**Power grid**

Drawn at 1 px/µm. Pins as bars on the die edge.
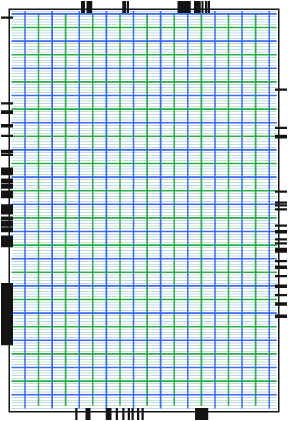
**Placed standard cells**

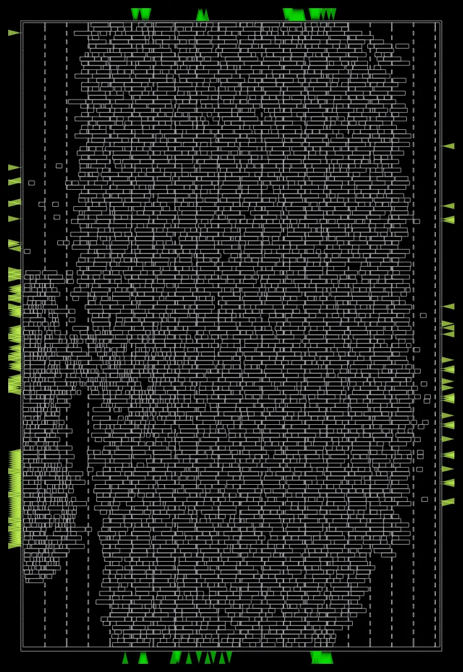
**Close-up of the layout**

Window x 109 to 159, y 256 to 306 µm. Cells in gray, sequential cells in the stronger gray; small squares are vias.
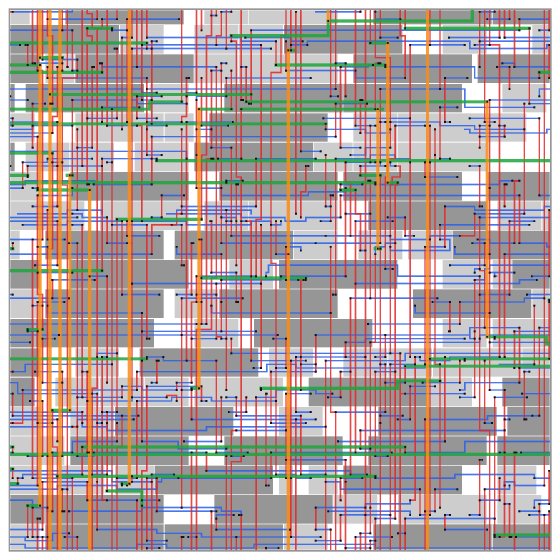
**Signal metal coverage by tile**

Drawn at 1 px/µm. 13 x 20 tiles, from dark purple (low) to yellow (high), scaled to the fullest tile. Values are wire area over tile area, all layers added.
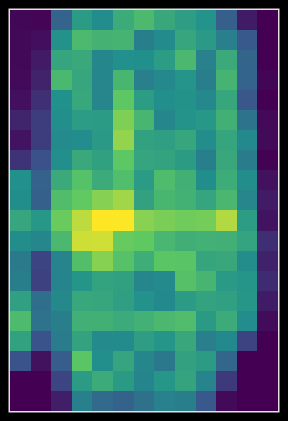
[config.mk]
export PLATFORM = sky130hd
export DESIGN_NAME = grng_sample_compactor
export DESIGN_NICKNAME = d
export VERILOG_FILES = /design/src/rtl/grng_sample_compactor.sv
export SDC_FILE = /design/constraint.sdc
export NUM_CORES = 2
export LEC_CHECK = 0
export ABC_AREA = 0
export CORE_ASPECT_RATIO = 1.5
export CORE_MARGIN = 1
export CORE_UTILIZATION = 60
export DETAILED_ROUTE_END_ITERATION = 16
export PLACE_DENSITY = 0.86
export SETUP_SLACK_MARGIN = 0.2
export SLEW_MARGIN = 5
export SYNTH_ARGS = -nofsm -noshare
export SYNTH_HDL_FRONTEND = slang
export SYNTH_SLANG_ARGS = --single-unit
[constraint.sdc]
create_clock -name clk -period 9.1 [get_ports clk]
set_clock_uncertainty 0.1 [all_clocks]
set_input_delay 1.82 -clock clk [delete_from_list [all_inputs] [get_ports clk]]
set_output_delay 1.82 -clock clk [all_outputs]
set_load 0.005 [all_outputs]
[src/rtl/grng_sample_compactor.sv]
// Collects accepted Ziggurat GRNG samples from parallel lanes into one FIFO stream,
// keeps saturating statistics and throttles the generators to protect FIFO space.
module grng_sample_compactor #(
    parameter int LANES      = 2,
    parameter int WIDTH      = 36,
    parameter int DEPTH      = 32,
    parameter int PIPE_DEPTH = 5,
    parameter int CNT_W      = 32
) (
    input  logic                   clk,
    input  logic                   rst,
    input  logic                   enable,
    input  logic                   clear_counts,
    input  logic [LANES-1:0]       in_valid,
    input  logic [LANES-1:0]       in_reject,
    input  logic [LANES*WIDTH-1:0] in_value,
    output logic                   gen_valid,
    output logic                   out_valid,
    input  logic                   out_ready,
    output logic [WIDTH-1:0]       out_value,
    output logic [CNT_W-1:0]       count_total,
    output logic [CNT_W-1:0]       count_reject,
    output logic                   overflow
);
    localparam int HEADROOM = LANES * (PIPE_DEPTH + 1);
    localparam int AW = $clog2(DEPTH);
    localparam int OW = AW + 1;
    localparam int SW = CNT_W + OW;

    if (LANES < 1 || LANES > 8 || DEPTH <= HEADROOM || (DEPTH & (DEPTH - 1)) != 0) begin : g_bad_cfg
        $fatal(1, "grng_sample_compactor: DEPTH must be a power of 2 above HEADROOM");
    end

    logic [WIDTH-1:0] mem [DEPTH];
    logic [AW-1:0]    rd_ptr;
    logic [AW-1:0]    wr_ptr;
    logic [OW-1:0]    occ;

    logic [LANES-1:0] acc;
    logic [LANES-1:0] wr_en;
    logic [OW-1:0]    wr_off [LANES];
    logic [OW-1:0]    free;
    logic [OW-1:0]    seen;
    logic [OW-1:0]    nwr;
    logic [OW-1:0]    nval;
    logic [OW-1:0]    nrej;
    logic [OW-1:0]    occ_next;
    logic             pop;
    logic             drop;
    logic             gen_next;

    function automatic logic [CNT_W-1:0] sat_add(input logic [CNT_W-1:0] a,
                                                 input logic [OW-1:0] b);
        logic [SW-1:0] s;
        s = SW'(a) + SW'(b);
        return (s > SW'({CNT_W{1'b1}})) ? {CNT_W{1'b1}} : s[CNT_W-1:0];
    endfunction

    assign out_valid = (occ != '0);
    assign out_value = mem[rd_ptr];

    always_comb begin
        acc   = in_valid & ~in_reject;
        pop   = out_valid & out_ready;
        free  = OW'(DEPTH) - occ + OW'(pop);
        seen  = '0;
        nwr   = '0;
        nval  = '0;
        nrej  = '0;
        wr_en = '0;
        for (int i = 0; i < LANES; i++) begin
            wr_off[i] = seen;
            if (in_valid[i]) nval = nval + OW'(1);
            if (in_valid[i] && in_reject[i]) nrej = nrej + OW'(1);
            // lanes are ranked in index order; only the lowest ones that fit get written
            if (acc[i]) begin
                if (seen < free) begin
                    wr_en[i] = 1'b1;
                    nwr = nwr + OW'(1);
                end
                seen = seen + OW'(1);
            end
        end
        drop     = (seen > free);
        occ_next = occ + nwr - OW'(pop);
        gen_next = enable && ((OW'(DEPTH) - occ_next) >= OW'(HEADROOM));
    end

    always_ff @(posedge clk) begin
        for (int i = 0; i < LANES; i++) begin
            if (wr_en[i]) mem[wr_ptr + AW'(wr_off[i])] <= in_value[i*WIDTH +: WIDTH];
        end
    end

    always_ff @(posedge clk or posedge rst) begin
        if (rst) begin
            rd_ptr       <= '0;
            wr_ptr       <= '0;
            occ          <= '0;
            gen_valid    <= 1'b0;
            count_total  <= '0;
            count_reject <= '0;
            overflow     <= 1'b0;
        end else begin
            wr_ptr    <= wr_ptr + AW'(nwr);
            occ       <= occ_next;
            gen_valid <= gen_next;
            if (pop) rd_ptr <= rd_ptr + AW'(1);
            if (clear_counts) begin
                count_total  <= '0;
                count_reject <= '0;
                overflow     <= 1'b0;
            end else begin
                count_total  <= sat_add(count_total, nval);
                count_reject <= sat_add(count_reject, nrej);
                if (drop) overflow <= 1'b1;
            end
        end
    end
endmodule

==> flow_summary.rst <==
Flow metrics
------------

.. list-table::
   :header-rows: 1

   * - Metric
     - Value
   * - Leading cell types by count after synthesis
     - sky130_fd_sc_hd__edfxtp_1 (1152), sky130_fd_sc_hd__mux2_2 (1143), sky130_fd_sc_hd__mux4_2 (324), sky130_fd_sc_hd__clkbuf_1 (282), sky130_fd_sc_hd__dfrtp_1 (82)
   * - RR Endpoint
     - gen_valid$_DFF_PP0_
   * - Combined area of all synthesized cells
     - around 0.064 mm²
   * - Most instantiated logic cells after routing
     - sky130_fd_sc_hd__edfxtp_1 (1152), sky130_fd_sc_hd__mux2_2 (1143), sky130_fd_sc_hd__mux4_2 (324)
   * - Instance count on the critical path
     - 6
   * - Multi-input gate area
     - between 0.02 and 0.03 mm²
   * - Fraction of final layout cells sized beyond drive strength 1
     - 0.462
   * - Clk pin slew, worst setup/hold paths
     - roughly 0.070 ns
   * - Power share of the sequential group
     - 0.403
   * - Unrepaired setup endpoints after global routing
     - false
   * - Result of the run
     - complete, no violations
   * - Startpoint-to-endpoint class of the critical path
     - reg -> out
   * - Final instance count without filler cells
     - around 5200
   * - Clock buffer count from CTS
     - 110
   * - Startpoint of the lowest-slack hold path
     - overflow$_DFFE_PP0P_
   * - Power density normalized to cell area
     - roughly 250 mW/mm²
   * - Area share of the largest cell type after synthesis
     - 0.543
   * - Number of gates resized after CTS
     - 0
   * - GRT busiest layer
     - met2
   * - First-iteration detailed-routing DRC count
     - 3753
   * - Routed length on met1
     - around 58000 µm
   * - Endpoints failing setup
     - 0
   * - Proportion of cell area occupied by multi-input gates
     - 0.362
   * - Synth warn
     - 0
   * - Maximum number of pins on one net before global-route repair
     - ~110
   * - Number of pins exceeding their max-slew limit in the final report
     - 0
Notes on 'power grid' above:
[VDD] green
[VSS] blue
met5 straps: 29
met1 rails: 147
rows: 146
met4 straps: 19
signal pins: 184
Die Y-Extent: 401 µm
area of the core region: 0.105 mm²

Notes on 'placed standard cells' above:
number of fill cells in the layout: 6900
row cnt: 146
tap cell instance count: 1406
Flop Count: 1234

Notes on 'close-up of the layout' above:
[met1] blue
[met3] green
[met4] orange
[met2] red
sequential cells in the window: 39
cells with their middle in the window: 101
netlist names of flops here include: `mem` (39)
most frequent: edfxtp_1 (39), mux2_2 (36), mux4_2 (9)

Notes on 'signal metal coverage by tile' above:
mean over tiles: 0.27
tiles over half the peak: 52%
fullest tile: 0.59
nearly empty tiles: 7.3%
total wire length: 171000 µm
final routed wire length divided by cell count: 32.7 µm
total number of vias: 36400
combined global-route utilization of all metal layers: 0.322

## state kept, by name, indices dropped and copies added, names as in the netlist
name and count:
mem 1152, count_total 32, wr_ptr 5, occ 6, overflow 1, rd_ptr 5
count_reject 32, gen_valid 1
## power by group through the flow
stage,combinational [µW],clock (µW),sequential (µW)
2_1_floorplan,3850,0,6890
3_3_place_gp,5580,0,7020
3_5_place_dp,5640,0,7040
4_1_cts,5670,4590,6920
5_1_grt,5940,4770,6950
6_report,5670,4570,6920
## logic make-up after synthesis
family,share of synthesized area
AND-OR/OR-AND,0.0208
buffers and inverters,0.0359
XOR/XNOR,0.00784
adder cells (fa/ha/maj),0.00656
AND/OR/NAND/NOR,0.0232
flip-flops,0.575
multiplexers,0.330
Power and IR drop assume default switching activity.
